Design paddle_inputs, sky130hd; sources not shown.
Fig. 1: run 1, signal wires on met1
Scale bar: 20 um.
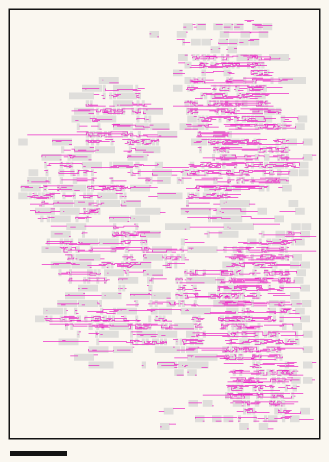
The longest straight run is 21.2 um. The layer carries 5150 um of wire. 728 nets have wire on it. The layer holds 41% of the routed length.
drt total wl: 12500 um
via count: 4653

Fig. 2: run 1, the clock network
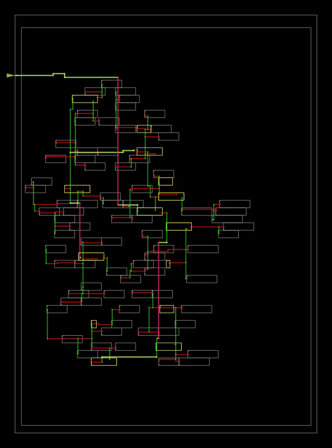
Clock buffer cells: 13
Num CTS Buffers: 9

Fig. 3: run 1, the metal 2 layer
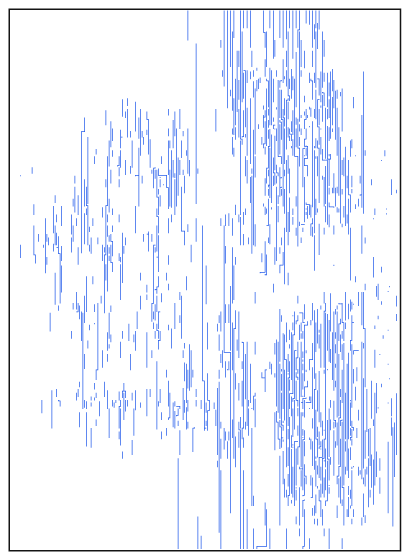
637 nets have wire on it. The layer holds 50% of the routed length.
grt met2 use: 26.8%

==> qor.yml, run 1 <==
n_fill_cell: 1622
hold_path.class: "flop to flop"
peakVddDrop_mv: 0.167
yosysTopAreaCellShare_pct: 29.2
whs_path_depth: 2
dpl_cell_area_sq_um: 5610
comb_share_pct: 41.1
power.switching_uw: 580
inv_count: 119
dp_cells: 964
min_period_ns: 4.48
edf_count: 10
dp_hpwl_um: 9570
ys_types: 39
drc_errors: 0
finalSetupViolCount: 0
drtAntennaViolNets: 0
yosys.area_share.adder_pct: 3.22
antenna_found_initial: 0
first_pass_iters: 5
grt_pass1_vias: 4297
timing.hold.ws_ns: 0.418
area_dominant_class: "combinational gates"
route.met3.wl_um: 706
cts_resized: 0
status: "finished clean"
final_cell_mix: "147 x nor2_1, 121 x nand2_1, 112 x inv_1"
grt-ovfl-total: 0
yosys_warnings: 0
wl_met2_um: 6280
area_growth_pct: 26.4
synthSimpleGateAreaFrac_pct: 35.5
grt_max_degree: 60
pg_seq_uw: 669
synth_top_cell_by_area: "dfxtp_1"
h-tree-depth: 3
floorplan.core_util_pct: 30.8
Fig. 4: run 1, metal 3
Scale bar: 20 um.
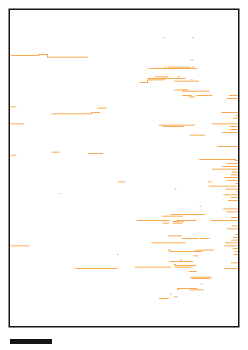

--- run 2 (diff from run 1) ---
--- a/config.mk
+++ b/config.mk
@@ -5,11 +5,11 @@
 export SDC_FILE = /design/constraint.sdc
 export NUM_CORES = 1
 export LEC_CHECK = 0
-export ABC_AREA = 1
-export ABC_CLOCK_PERIOD_IN_PS = 4900
+export ABC_CLOCK_PERIOD_IN_PS = 3880
 export CORE_ASPECT_RATIO = 1.4
 export CORE_MARGIN = 2
 export CORE_UTILIZATION = 30
+export CTS_BUF_LIST = sky130_fd_sc_hd__clkbuf_4 sky130_fd_sc_hd__clkbuf_8
 export DETAILED_ROUTE_END_ITERATION = 7
 export SLEW_MARGIN = 10
 export SYNTH_ARGS = -nofsm -noshare
==> constraint.sdc (replaced) <==
create_clock -name clk -period 3.88 [get_ports clk]
set_input_delay 0.776 -clock clk [delete_from_list [all_inputs] [get_ports clk]]
set_output_delay 0.776 -clock clk [all_outputs]
set_load 0.05 [all_outputs]
Fig. 5: run 2, metal 3
Scale bar: 20 um.
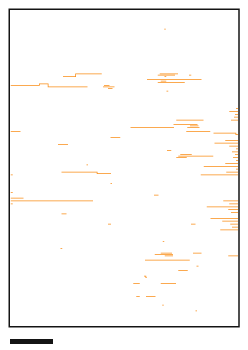
68 nets have wire on it. The wires run mostly horizontal. The longest straight run is 38.4 um. The layer carries 535 um of wire. The layer holds 4.3% of the routed length.
M3 GR Usage: 2.19%
drt total wl: 12400 um
via count: 4280

==> run 2 against run 1 <==
First-iteration DRC count fell by 35%. Area after synthesis fell by 3.7%. Global-route usage fell by 0.17 points. Clock-buffer cell count fell by 1. Critical path type unchanged. Critical endpoint is now paddle_o[47].
==> qor.yml, run 2 <==
status: "finished clean"
grt_max_degree: 64
final_cell_mix: "71 x nor2b_1, 68 x dfxtp_1, 42 x buf_4"
area_dominant_class: "combinational gates"
dpl_cell_area_sq_um: 5770
wire_per_inst_um: 15.3
first_pass_iters: 5
grt-ovfl-total: 0
synthSimpleGateAreaFrac_pct: 32.3
finalSetupViolCount: 0
route.met3.wl_um: 534
drc_errors: 0
seqPwrFrac_pct: 41.2
drtAntennaViolNets: 0
min_period_ns: 3.61
worstSetupPathType: "flop to primary output"
n_fill_cell: 1472
synth_top_cell_by_area: "dfxtp_1"
edf_count: 10
antenna_found_initial: 0
tool_warnings: 37
worst_slew_pin_slew_ns: 0.871
cts_resized: 0
slowest_stage: "clkdlybuf4s50_1"
grt_pass1_vias: 4204
power.switching_uw: 675
ys_types: 70
top_logic_kind: "simple AND/OR/NAND/NOR gates"
clkbuf_count: 12
slew_headroom_pct: 41.5
dp_hpwl_um: 9050
area_growth_pct: 33.2
dp_cells: 789
yosys_warnings: 0
floorplan.core_util_pct: 30.8
pg_seq_uw: 843
hold_path.class: "flop to flop"
ys_sh_aoi_pct: 18.0
flop_cell: "dfxtp_1"
cts_buffers: 9
yosysTopAreaCellShare_pct: 30.3
h-tree-depth: 3
ys_ff: 78
timing.hold.ws_ns: 0.470
comb_share_pct: 44.8
peakVddDrop_mv: 0.166
yosys.area_share.adder_pct: 3.79
antenna_cells: 0
whs_path_depth: 1
ys_area_sq_um: 4490
Fig. 6: run 2, the metal 2 layer
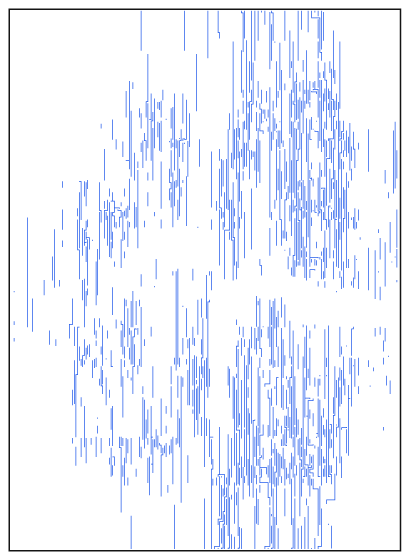
The layer carries 6270 um of wire. The longest straight run is 45.6 um. The layer holds 51% of the routed length. 542 nets have wire on it. The wires run mostly vertical.
grt met2 use: 26.7%

Fig. 7: run 2, the clock network
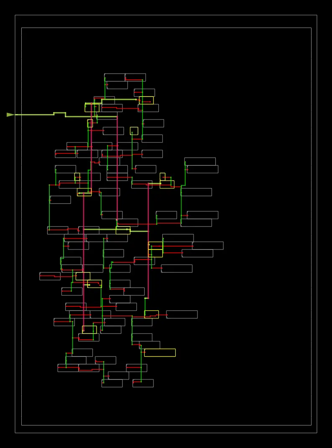

--- run 3 (diff from run 2) ---
--- a/config.mk
+++ b/config.mk
@@ -7,10 +7,12 @@
 export LEC_CHECK = 0
 export ABC_CLOCK_PERIOD_IN_PS = 3880
 export CORE_ASPECT_RATIO = 1.4
-export CORE_MARGIN = 2
+export CORE_MARGIN = 5
 export CORE_UTILIZATION = 30
 export CTS_BUF_LIST = sky130_fd_sc_hd__clkbuf_4 sky130_fd_sc_hd__clkbuf_8
+export CTS_CLUSTER_DIAMETER = 100
 export DETAILED_ROUTE_END_ITERATION = 7
+export REMOVE_ABC_BUFFERS = 1
 export SLEW_MARGIN = 10
 export SYNTH_ARGS = -nofsm -noshare
 export SYNTH_HDL_FRONTEND = slang
Fig. 8: run 3, the clock network
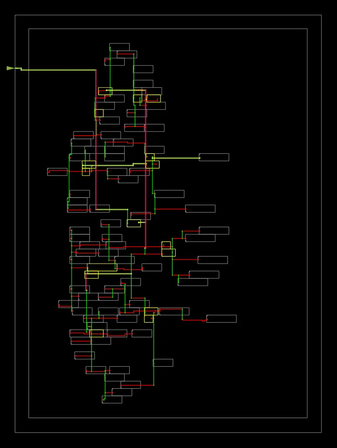
Clock buffer cells: 9
Seq cells: 78
worst skew pair latency: 0.35 ns
TritonCTS sink count: 78
clk pwr: 618 uW

==> run 3 against run 2 <==
Critical path depth is 3 higher. Area after synthesis stayed put. Cell count is 0.50% higher. Worst hold slack better by 0.0066 ns. Non-clock buffer count is 1 higher. Critical path type unchanged. Highest routed layer unchanged.
==> qor.yml, run 3 <==
port_buffers: 84
place.gp.congestion: 0.863
pwr-share-comb_pct: 28.7
cts_buffers: 9
dpl_cell_area_sq_um: 5740
num_io_pins: 85
area_dominant_class: "combinational gates"
cts_hold_buffers: 0
ys_types: 70
timing.final.crit_share_pct: 91.4
grt_use_met3_pct: 3.13
antenna_cells: 0
synth_top_cell_by_area: "dfxtp_1"
wl_met2_um: 6630
core_sq_um: 14900
worstSetupPathType: "flop to primary output"
seqPwrFrac_pct: 41.2
yosysCellCount: 541
grt_max_degree: 37
non_clock_buffer_count: 103
floorplan.core_util_pct: 30.2
route.met3.wl_um: 624
ys_area_sq_um: 4490
grt-ovfl-total: 0
netSwitchingFraction_pct: 34.3
top_power_group: "sequential cells"
clkPwrFrac_pct: 30.0
drv_cap: 0
die_w_um: 113
edf_count: 10
n_fill_cell: 1522
whs_path_depth: 1
inv_count: 12
yosys_warnings: 0
timing.hold.ws_ns: 0.477
peakVddDrop_mv: 0.153
drtAntennaViolNets: 0
grt_pass1_vias: 4392
ys_ff: 78
grt_usage_pct: 14.4
area_growth_pct: 32.5
cts_resized: 0
total_power_uw: 2060
synthSimpleGateAreaFrac_pct: 32.3
flop_cell: "dfxtp_1"
wire_per_inst_um: 15.7
syn_inst: 541
worst_slew_pin_slew_ns: 0.625
final_cell_mix: "71 x nor2b_1, 68 x dfxtp_1, 39 x buf_4"
routed_via_density: 5.29
tool_warnings: 35
status: "finished clean"
hold_path.class: "flop to flop"
final_nets: 633
synth_area_sq_um: 4490
min_period_ns: 3.55
slowest_stage: "edfxtp_1"
power.switching_uw: 706
top_logic_kind: "simple AND/OR/NAND/NOR gates"
finalInstanceArea_sq_um: 5940
finalSetupViolCount: 0
comb_share_pct: 43.1
drt_iter0_drc: 238
pg_seq_uw: 848
dp_cells: 793
slew_headroom_pct: 57.2
final_max_slew_viol_count: 0
antenna_found_initial: 0
hold_violations: 0
yosysTopAreaCellShare_pct: 30.3
drc_errors: 0
yosys.area_share.adder_pct: 3.79
rsz0062_at_grt: "false"
ys_sh_aoi_pct: 18.0
first_pass_iters: 5
synth_top_cell_by_count: "nor2b_1"
highest_layer: "met4"
dp_hpwl_um: 9320
vias: 4280
h-tree-depth: 3
final_common_cell: "nor2b_1"
Fig. 9: run 3, the metal 2 layer
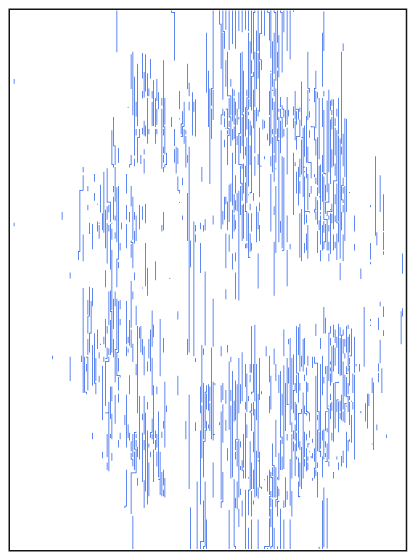
drt total wl: 12700 um
grt met2 use: 25.8%

Power and IR drop assume default switching activity.
